==> src/rtl/sync_fifo_ring.sv <==
// sync_fifo_ring: single-clock ring-buffer FIFO of any depth, with level reporting,
// almost-full/almost-empty thresholds and sticky overflow/underflow flags.
// Define FIFO_FWFT_EN for first-word-fall-through reads; the default build uses
// registered reads with a latency of one cycle.
module sync_fifo_ring #(
    parameter int DEPTH    = 6,
    parameter int WIDTH    = 8,
    parameter int AF_LEVEL = DEPTH - 1,
    parameter int AE_LEVEL = 1
) (
    input  logic                       clk,
    input  logic                       reset,
    input  logic                       wr_en,
    input  logic [WIDTH-1:0]           wr_data,
    output logic                       wr_ready,
    input  logic                       rd_en,
    output logic [WIDTH-1:0]           rd_data,
    output logic                       rd_val,
    output logic [$clog2(DEPTH+1)-1:0] level,
    output logic                       full,
    output logic                       empty,
    output logic                       almost_full,
    output logic                       almost_empty,
    output logic                       overflow,
    output logic                       underflow,
    input  logic                       clr_err
);
    localparam int PW = $clog2(DEPTH);
    localparam int LW = $clog2(DEPTH + 1);

    logic [WIDTH-1:0] mem [DEPTH];
    logic [PW-1:0]    wr_ptr, rd_ptr;
    logic             wa, ra;

    assign full         = level == LW'(DEPTH);
    assign empty        = level == '0;
    assign wr_ready     = !full;
    assign almost_full  = level >= LW'(AF_LEVEL);
    assign almost_empty = level <= LW'(AE_LEVEL);
    assign wa           = wr_en & !full;
    assign ra           = rd_en & !empty;

    // storage is deliberately left unreset; only accepted writes touch it
    always_ff @(posedge clk)
        if (wa) mem[wr_ptr] <= wr_data;

    // pointers wrap explicitly at DEPTH-1 so non-power-of-two depths work
    always_ff @(posedge clk)
        if (reset) begin
            wr_ptr <= '0;
            rd_ptr <= '0;
        end else begin
            if (wa) wr_ptr <= (wr_ptr == PW'(DEPTH - 1)) ? '0 : wr_ptr + 1'b1;
            if (ra) rd_ptr <= (rd_ptr == PW'(DEPTH - 1)) ? '0 : rd_ptr + 1'b1;
        end

    // occupancy moves only when exactly one side is accepted
    always_ff @(posedge clk)
        if (reset) level <= '0;
        else level <= (wa & !ra) ? level + LW'(1) : (ra & !wa) ? level - LW'(1) : level;

    // sticky error flags; a new event in the clearing cycle keeps the flag set
    always_ff @(posedge clk)
        if (reset) begin
            overflow  <= 1'b0;
            underflow <= 1'b0;
        end else begin
            overflow  <= (wr_en & full) | (overflow & !clr_err);
            underflow <= (rd_en & empty) | (underflow & !clr_err);
        end

`ifdef FIFO_FWFT_EN
    assign rd_val  = !empty;
    assign rd_data = mem[rd_ptr];
`else
    // registered read port: one-cycle valid pulse, data held between reads
    always_ff @(posedge clk)
        if (reset) begin
            rd_val  <= 1'b0;
            rd_data <= '0;
        end else begin
            rd_val <= ra;
            if (ra) rd_data <= mem[rd_ptr];
        end
`endif
endmodule
==> config.mk <==
export PLATFORM = sky130hd
export DESIGN_NAME = sync_fifo_ring
export DESIGN_NICKNAME = d
export VERILOG_FILES = /design/src/rtl/sync_fifo_ring.sv
export SDC_FILE = /design/constraint.sdc
export NUM_CORES = 1
export LEC_CHECK = 0
export ABC_AREA = 1
export CAP_MARGIN = 20
export CORE_MARGIN = 3
export CORE_UTILIZATION = 39
export DETAILED_ROUTE_END_ITERATION = 6
export SKIP_LAST_GASP = 1
export SLEW_MARGIN = 10
export SYNTH_ARGS = -nofsm -noshare
export SYNTH_HDL_FRONTEND = slang
export SYNTH_SLANG_ARGS = --single-unit
==> constraint.sdc <==
create_clock -name clk -period 2.6 [get_ports clk]
set_input_delay 0.78 -clock clk [delete_from_list [all_inputs] [get_ports clk]]
set_output_delay 0.78 -clock clk [all_outputs]
set_load 0.05 [all_outputs]
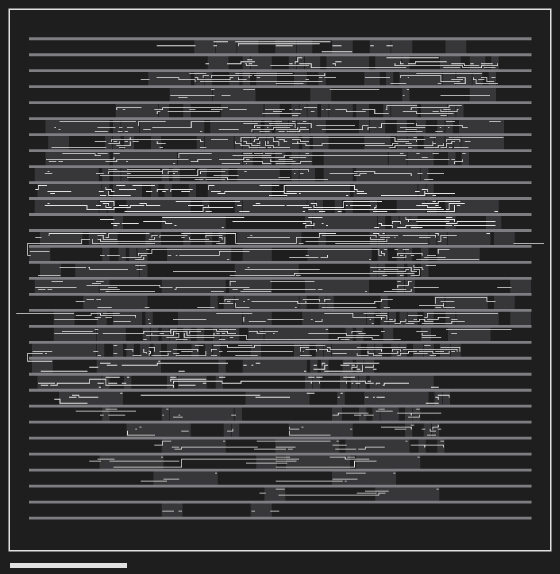
Figure 1: met1 routing.
Scale bar: 20 µm. Supply wires on this layer in grey.
The wires run mostly horizontal. The longest straight run is 38.6 µm. The layer holds 44% of the routed length. 326 nets have wire on it.

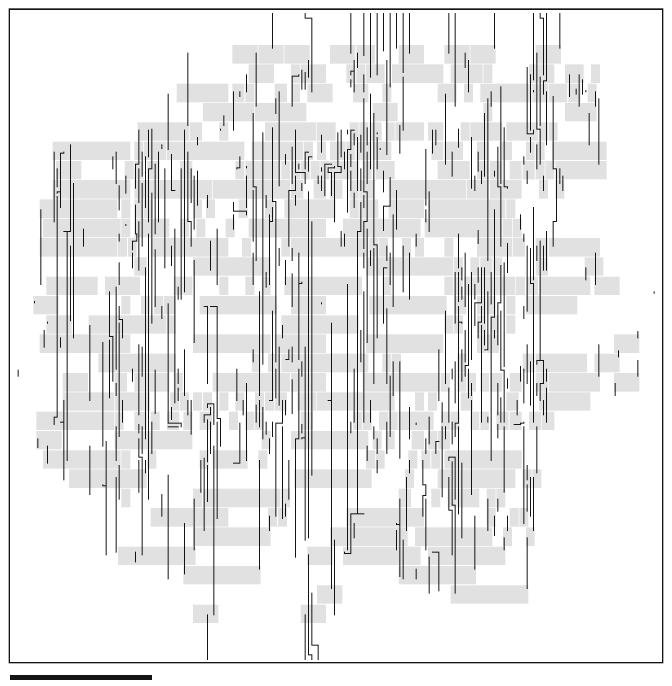
Figure 2: M2 wires.
Scale bar: 20 µm.
The layer carries 2,970 µm of wire. The longest straight run is 48.8 µm.
WL final: 6220 µm
vias: 2,021
global-route track usage on met2: 25.2%

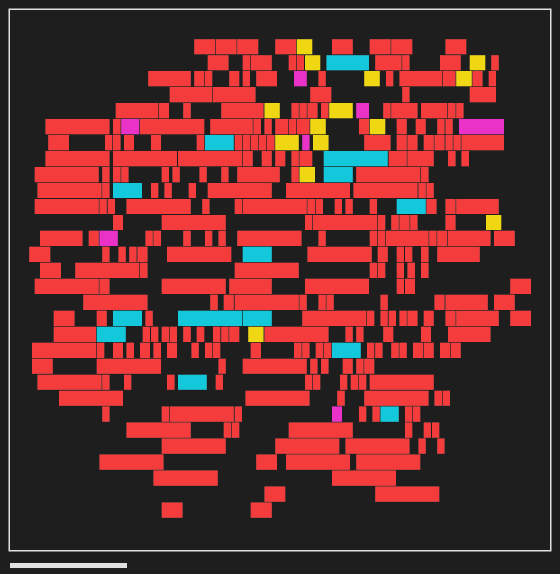
Figure 3: cells by drive strength.
Scale bar: 20 µm.
Yellow stands for x3 and x4, cells 14, share 4.2%. Cyan stands for x6 and larger, cells 14, share 4.2%. Magenta stands for x2, cells 7, share 2.1%. Red stands for x1 and smaller, cells 302, share 90%.
Non-CTS buffers: 38
Layout area overhead: 21.9%

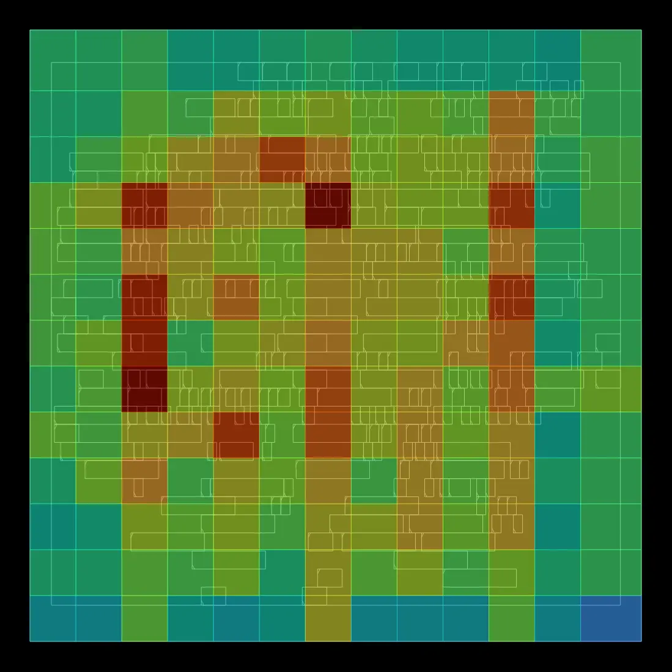
Figure 4: routing congestion.
Top Usage Layer GRT: met2
Post-Route Utilization: 50.3%

==> impl_metrics.yaml <==
# synthesis and place-and-route metrics
run_status:
  status: "completed"
cts:
  clkTransAtPathRegs_ns: 0.07
  post_cts_buffers: 0
  cts_tree: "done"
  clock_path_buffers: 2
  ctsHoldBuffers: 0
  htreeDepth: 3
  post_cts_resized: 0
  cts_num_sinks: 68
global_routing:
  grt_pass1_wl_um: 10000
  antenna_found_initial: 0
  grt_max_degree: 28
  grtUsageMet3_pct: 4.51
  grt-ovfl-total: 0
  grt_pass1_vias: 1947
  grt_use_met1_pct: 20.4
synthesis:
  synthFlopType: "edfxtp_1"
  synth.cellmix.compoundShare_pct: 7.25
  async_flop_share_pct: 0
  yosys-stat-cells: 292
  top_area_cell: "edfxtp_1"
  ys_sh_xor_pct: 0.304
  ys_seq_share_pct: 63.9
  edf_count: 48
  yosysUniqueCellTypes: 26
  area_leaders: "edfxtp_1, dfxtp_1, nand2_1"
  netlist_logic_family_top: "simple AND/OR/NAND/NOR gates"
  ys_seq_elements: 68
  yosysChipArea_um2: 2880
  syn_area_um2: 2880
  synth_cells: 292
  synthDominantCellAreaShare_pct: 50.0
  synth.avg_cell_area_um2: 9.86
  synth_nets: 311
  top_cell: "nand2_1"
finish:
  comb_area_share_pct: 23.5
  n_antenna_cell: 0
  seqCellArea_um2: 1840
  lay_top_count: "nand2_1"
  clk_share_pct: 6.20
  layout-drive-gt1-share_pct: 10.4
  bufAreaShareNonClock_pct: 10.3
  largest_cell_class: "registers"
  nFlopsAndLatches: 68
  seq_share_pct: 52.5
  final.signal_inverter_count: 37
  nFillCells: 659
  logic_gate_count: 178
  mi_logic_area_um2: 825
  layout_top_cells: "nand2_1, edfxtp_1, inv_1"
setup_path:
  r2r_end: "level[2]"
  crit_fanout: 6
  cpMaxStageDelayCell: "clkdlybuf4s50_1"
  worstSetupPathType: "reg -> out"
  max_stage_delay_ns: 0.85
  critPathCaptureType: "primary output"
  cp_top_family: "buffers and inverters"
  cp-startpoint: "level[2]"
  start_kind: "flip-flop"
  r2r_cells: 11
  crit_end: "level[2]"
  path_cells: "clkdlybuf4s50_1"
  cp.depth: 1
  arrival_ns: 1.65
  reg2reg_from: "level[0]"
  critPathRequiredTime_ns: 1.82
placed_design:
  port_buffers: 31
  dpl.cell_count: 417
  dp_hpwl_um: 4050
  post-place-ws_ns: 0.345
routing:
  wl_met1_um: 2740
  dr.pass1.iters: 4
  wl_met3_um: 419
  wl_per_cell_um: 14.4
  route.detailed.drc: 0
  drtIter0Drc: 134
  ant_nets: 0
  wl_met2_um: 2970
  vias_per_cell: 4.67
timing:
  setup_viol: 0
  rsz0062_at_grt: "no"
  clock_skew_ns: 0.00608
  setup_ws_ns: 0.167
  totalNegativeSetupSlack_ns: 0
  tightestPinTransition_ns: 0.524
  relSlewSlack_pct: 65.0
  period_minus_slack_ns: 2.43
  slew_violations: 0
  finalHoldViolCount: 0
floorplan:
  tap_cells: 96
  die_y_um: 91.9
  die_width_um: 91.9
  rows: 30
  dieArea_um2: 8450
worst_hold_path:
  min_path_cells: 2
  hold_path_end: "overflow"
  hp-class: "reg -> reg"
  hold_start: "overflow"
power_and_ir_drop:
  powerDensity_nw_per_um2: 1030
  leakagePower_nw: 1.50
  vdd_drop_max_v: 0.000520
job:
  openroad.warnings: 31
  maxCapViolations: 0
-- report_power, final --
part           leakage [nW]  internal (mW)  total (mW)  switching, mW
registers             0.602           1.28        1.36         0.0774
logic                 0.795          0.422        1.31          0.890
clock network         0.107          0.561       0.937          0.375
-- per-stage QoR --
stage / cell area (µm²) / power (mW) / utilization, % / hold WS (ns)
finish: 3510 / 3.60 / 50.3 / 0.464
global route: 3510 / 3.82 / 50.3 / 0.485
floorplan: 2880 / 2.30 / - / 0.459
global placement: 3290 / 2.69 / 47.2 / 0.452
CTS: 3510 / 3.64 / 50.3 / 0.467
detailed placement: 3290 / 2.70 / 47.2 / 0.455
-- state kept, by name (all words and copies together) (netlist names) --
register	count
mem	48
rd_data	8
level	3
rd_ptr	3
wr_ptr	3
overflow	1
rd_val	1
underflow	1
Power and IR drop assume default switching activity.
